clk_routes.png
(4 px per um)
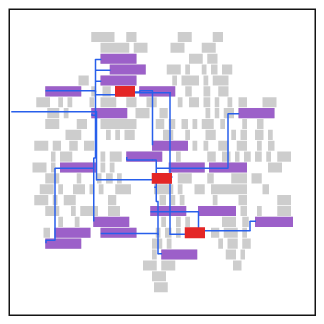
io_fan.png
(6 px per um)
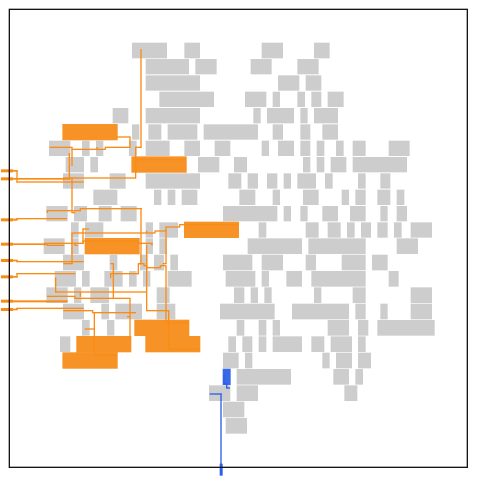
placement.png
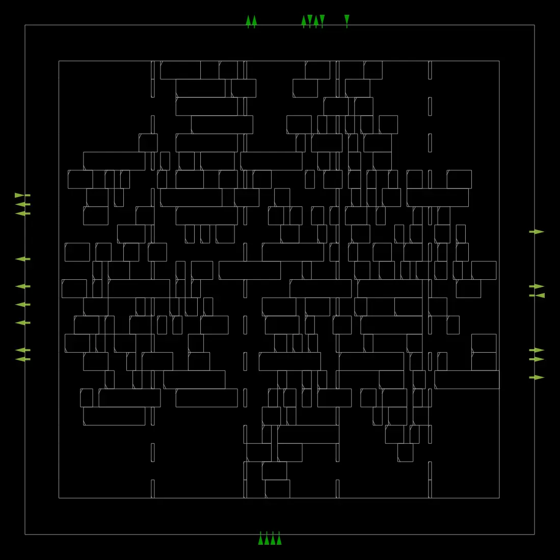
flops_by_reg.png
(4 px per um)
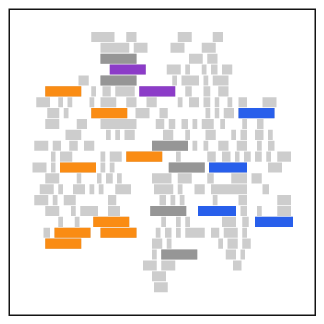
`src/rtl/counter_sequencer.sv`:
```
// Start/pause/abort sequenced up-counter: counts from 0 to a latched limit,
// pulses done for one cycle and keeps a saturating count of completed runs.
module counter_sequencer #(
    parameter int WIDTH       = 4,
    parameter int AUTO_RELOAD = 0
) (
    input  logic             clk,
    input  logic             rst,
    input  logic             start,
    input  logic             pause,
    input  logic             abort,
    input  logic [WIDTH-1:0] limit,
    output logic             cnt_en,
    output logic [WIDTH-1:0] cnt_out,
    output logic             busy,
    output logic             done,
    output logic [7:0]       run_cnt,
    output logic [1:0]       state_dbg
);

    typedef enum logic [1:0] {
        S_IDLE  = 2'd0,
        S_RUN   = 2'd1,
        S_PAUSE = 2'd2,
        S_DONE  = 2'd3
    } state_t;

    localparam logic [WIDTH-1:0] ONE = WIDTH'(1);

    state_t           state;
    state_t           next_state;
    logic [WIDTH-1:0] limit_q;
    logic [WIDTH-1:0] cnt_inc;
    logic             load;

    assign cnt_inc = cnt_out + ONE;

    // A new run (limit latched, count cleared) starts from IDLE on start, or
    // straight out of DONE when auto-reload is enabled.
    assign load = !abort && ((state == S_IDLE && start) ||
                             (state == S_DONE && AUTO_RELOAD != 0));

    always_ff @(posedge clk or posedge rst) begin
        if (rst) begin
            state <= S_IDLE;
        end else begin
            state <= next_state;
        end
    end

    always_comb begin
        next_state = state;
        case (state)
            S_IDLE: begin
                if (!abort && start) begin
                    next_state = (limit == '0) ? S_DONE : S_RUN;
                end
            end
            S_RUN: begin
                if (abort) begin
                    next_state = S_IDLE;
                end else if (pause) begin
                    next_state = S_PAUSE;
                end else if (cnt_inc == limit_q) begin
                    next_state = S_DONE;
                end
            end
            S_PAUSE: begin
                if (abort) begin
                    next_state = S_IDLE;
                end else if (!pause) begin
                    next_state = S_RUN;
                end
            end
            S_DONE: begin
                if (abort || AUTO_RELOAD == 0) begin
                    next_state = S_IDLE;
                end else begin
                    next_state = (limit == '0) ? S_DONE : S_RUN;
                end
            end
            default: next_state = S_IDLE;
        endcase
    end

    always_comb begin
        cnt_en    = (state == S_RUN) && !pause && !abort;
        state_dbg = state;
    end

    // busy/done are registered from next_state so they line up with the state.
    always_ff @(posedge clk or posedge rst) begin
        if (rst) begin
            cnt_out <= '0;
            limit_q <= '0;
            busy    <= 1'b0;
            done    <= 1'b0;
            run_cnt <= 8'd0;
        end else begin
            if (abort) begin
                cnt_out <= '0;
            end else if (load) begin
                cnt_out <= '0;
                limit_q <= limit;
            end else if (cnt_en) begin
                cnt_out <= cnt_inc;
            end
            busy <= (next_state == S_RUN) || (next_state == S_PAUSE);
            done <= (next_state == S_DONE);
            if (next_state == S_DONE && run_cnt != 8'hff) begin
                run_cnt <= run_cnt + 8'd1;
            end
        end
    end

endmodule

```
`config.mk`:
```
export PLATFORM = sky130hd
export DESIGN_NAME = counter_sequencer
export DESIGN_NICKNAME = d
export VERILOG_FILES = /design/src/rtl/counter_sequencer.sv
export SDC_FILE = /design/constraint.sdc
export NUM_CORES = 1
export LEC_CHECK = 0
export ABC_AREA = 1
export CELL_PAD_IN_SITES_DETAIL_PLACEMENT = 1
export CELL_PAD_IN_SITES_GLOBAL_PLACEMENT = 2
export CORE_MARGIN = 5
export CORE_UTILIZATION = 24
export DETAILED_ROUTE_END_ITERATION = 10
export PLACE_DENSITY = 0.78
export SYNTH_ARGS = -nofsm -noshare
export SYNTH_HDL_FRONTEND = slang
export SYNTH_SLANG_ARGS = --single-unit
```
`constraint.sdc`:
```
create_clock -name clk -period 1.9 [get_ports clk]
set_clock_uncertainty 0.1 [all_clocks]
set_input_delay 0.38 -clock clk [delete_from_list [all_inputs] [get_ports clk]]
set_output_delay 0.38 -clock clk [all_outputs]
set_load 0.01 [all_outputs]
```
==> reports/qor.txt <==
Status = finished with violations
Violated checks = negative setup slack
Clock latency at the later pin of the worst-skew pair = 0.27 ns
Comb group = 0.355 mW
Reg-to-reg startpoint = cnt_out[0]$_DFFE_PP0P_
Clk pin slew, worst setup/hold paths = 0.08 ns
M1 WL = 1240 um
CP bufs+invs = 2
Via count = 1043
Remaining DRCs = 0
Die area = 0.00579 sq mm
Via density = 4.46
Setup TNS = -0.0993 ns
Yosys warnings = 0
DRT Pass-1 Iters = 4
FF-to-FF End = run_cnt[6]$_DFFE_PP0P_
Final setup fails = 6
Crit path DAT = 2.00 ns
Layout area overhead = 61.1%
Number of cells in Yosys stat = 131
Sequential Power Share = 0.439
Final cell count without fillers = 234
Starting DRT DRC Count = 19
OpenROAD warnings = 28
Number of diodes = 0
Post-Synth Adder-Cell Area = 0.0358
Yosys xor share = 0.0585
Switch Pwr = 0.387 mW
P_clk = 0.340 mW
Layer with the highest usage = met2
Non-clk invs = 24
Asr flop ratio synth = 1.00
Largest cell class = combinational gates
Clock buffer depth = 2
Cells after Synth = 131
Yosys chip area = 0.00105 sq mm
RSZ-0062 raised after global routing = yes
P_leak = 0.824 nW
Comb/total area = 0.328
WL/cell = 13.4 um
Period minus WS final = 1.94 ns
Setup crit end = run_cnt[6]$_DFFE_PP0P_
Required time of the critical path = 1.95 ns
IO buf count = 25
Crit path depth = 14
Clock Buffer Count = 4
Flops out of synthesis = 20
Peak VDD IR = 0.468 mV
Max_slew headroom = 0.716
Worst setup margin = -0.0448 ns
GRT Util Overall = 0.114
Non-clock buffer share of cell area = 0.244
Final Total Pwr = 1.24 mW
Multiplexer share = 0
Critical path class = register to register
Grt met3 use = 0.0319
Die height = 76.1 um
H-tree levels = 1
Grt met2 use = 0.213
Synth top area share = 0.477
Comb pwr share = 0.287
Fin. Hold Viols = 0
FILL cells = 526
Reg-to-reg slack, setup = -0.04 ns
Top-count cell post-synth = nand2_1
Crit. End Element = register
CTS root buf = clkbuf_8
First-pass GRT wire length = 5240 um
Distinct lib cells used = 21
Crit path launch = cnt_out[0]$_DFFE_PP0P_
Highest Signal Layer = met4
Max-cap violations = 0
Clock share of power = 0.275
Final ANT Viol Nets = 0
Clock network area share = 0.0326
Switching part of the total power = 0.312
Post CTS Setup Buffer Count = 5
DP Cell Count = 224
Std-Cell Rows = 24
Power density over the cells = 733 mW/mm^2
Pint = 0.852 mW
Top Family by Delay on Critical Path = simple AND/OR/NAND/NOR gates
Worst slew pin tran = 0.424 ns
Routed met3 length = 107 um
Compound Share, Synth = 0.0513
Final worst path period share = 1.02
Share of layout cells above drive strength 1 = 0.313
Hold Crit Class = input port to async pin
Ranking of synthesized cells by area = dfrtp_1 48%, nand2_1 14%, inv_1 7.2%, nand3_1 6.2%, ha_1 3.6%
Fmax = 514 MHz
HPWL Detailed = 2370 um
CP max stage delay = 0.43 ns
Largest regs = run_cnt x8, cnt_out x4, limit_q x4
Dpl ws = -0.371 ns
Synth Area in Simple Gates = 0.289
CTS Sinks = 20
DRT Wirelength = 3140 um
Number of flip-flops in the largest register = 8
Count of library flops with an enable pin = 0
Dpl cell area = 0.00150 sq mm
Met2 WL = 1750 um
Main synth FF type = dfrtp_1
Most frequent cells in the layout = 32 x nand2_1, 23 x clkdlybuf4s50_1, 21 x buf_4
Slowest CP cell = dfrtp_2
Largest net degree at the start of global routing = 21
Most frequent logic cell in the layout = nand2_1
Floorplan Utilization = 0.244
GP Congestion = 0.764
Remaining Overflow, GRT = 0
Horiz. Die Dim = 76.1 um
Multi-input gate area = 554 sq um
Cts bufs inserted = 3
NumNets Final = 195
Synth Area per Inst = 8.00 sq um
Post-synth top cells = 39 x nand2_1, 20 x dfrtp_1, 20 x inv_1
Post-Syn Nets = 143
Initial antenna violation count = 0
Top comb family, area = simple AND/OR/NAND/NOR gates
Top Ports = 26
Crit Path Max Fanout = 7
Signal buffers = 47
GR Layer Usage met1 = 0.117
Final instance area = 0.00169 sq mm
CP cell instances = ha_4, inv_2, nand2_1, nand3_2, nor2_2, nand2_1, nand2_1, nand2_1, nand2_2, ha_4, nand2_8, inv_8, nand2_4, xnor2_2
Post-synthesis cell area = 0.00105 sq mm
Biggest register = run_cnt
CTS tree = built
Comb gates = 87
Vias in the first global route = 1128
Dominant cell type by area after synthesis = dfrtp_1
Startpoint Class = register
Top power group = sequential cells
Reg2Reg Depth = 14
CTS Hold Bufs = 0
Register share after synthesis = 0.477
Max-slew violations = 0
-- clk_routes.png (at the start) --
flip-flops: in purple, count 20. clock drivers: in red, count 3. clock wires: in blue, length 343 um.
There are 4 routed clock nets.

-- io_fan.png (at the start) --
rst: in blue, bits 1, direction input, end cells 1, buffers 1, wire 16.7 um. run_cnt: in orange, bits 8, direction output, end cells 8, buffers 8, wire 373 um.

-- placement.png (at the start) --
flop count: 20
tapcell count: 52
fin util: 0.393
flop share of the area: 0.299
core area: 0.00429 sq mm

-- flops_by_reg.png (at the start) --
run_cnt: in orange, flops 8. cnt_out: in blue, flops 4, where right middle. state_dbg: in purple, flops 2.
Another 6 sequential cells are not coloured.
Sequential Area: 504 sq um
P_seq: 0.543 mW

Power and IR drop assume default switching activity.
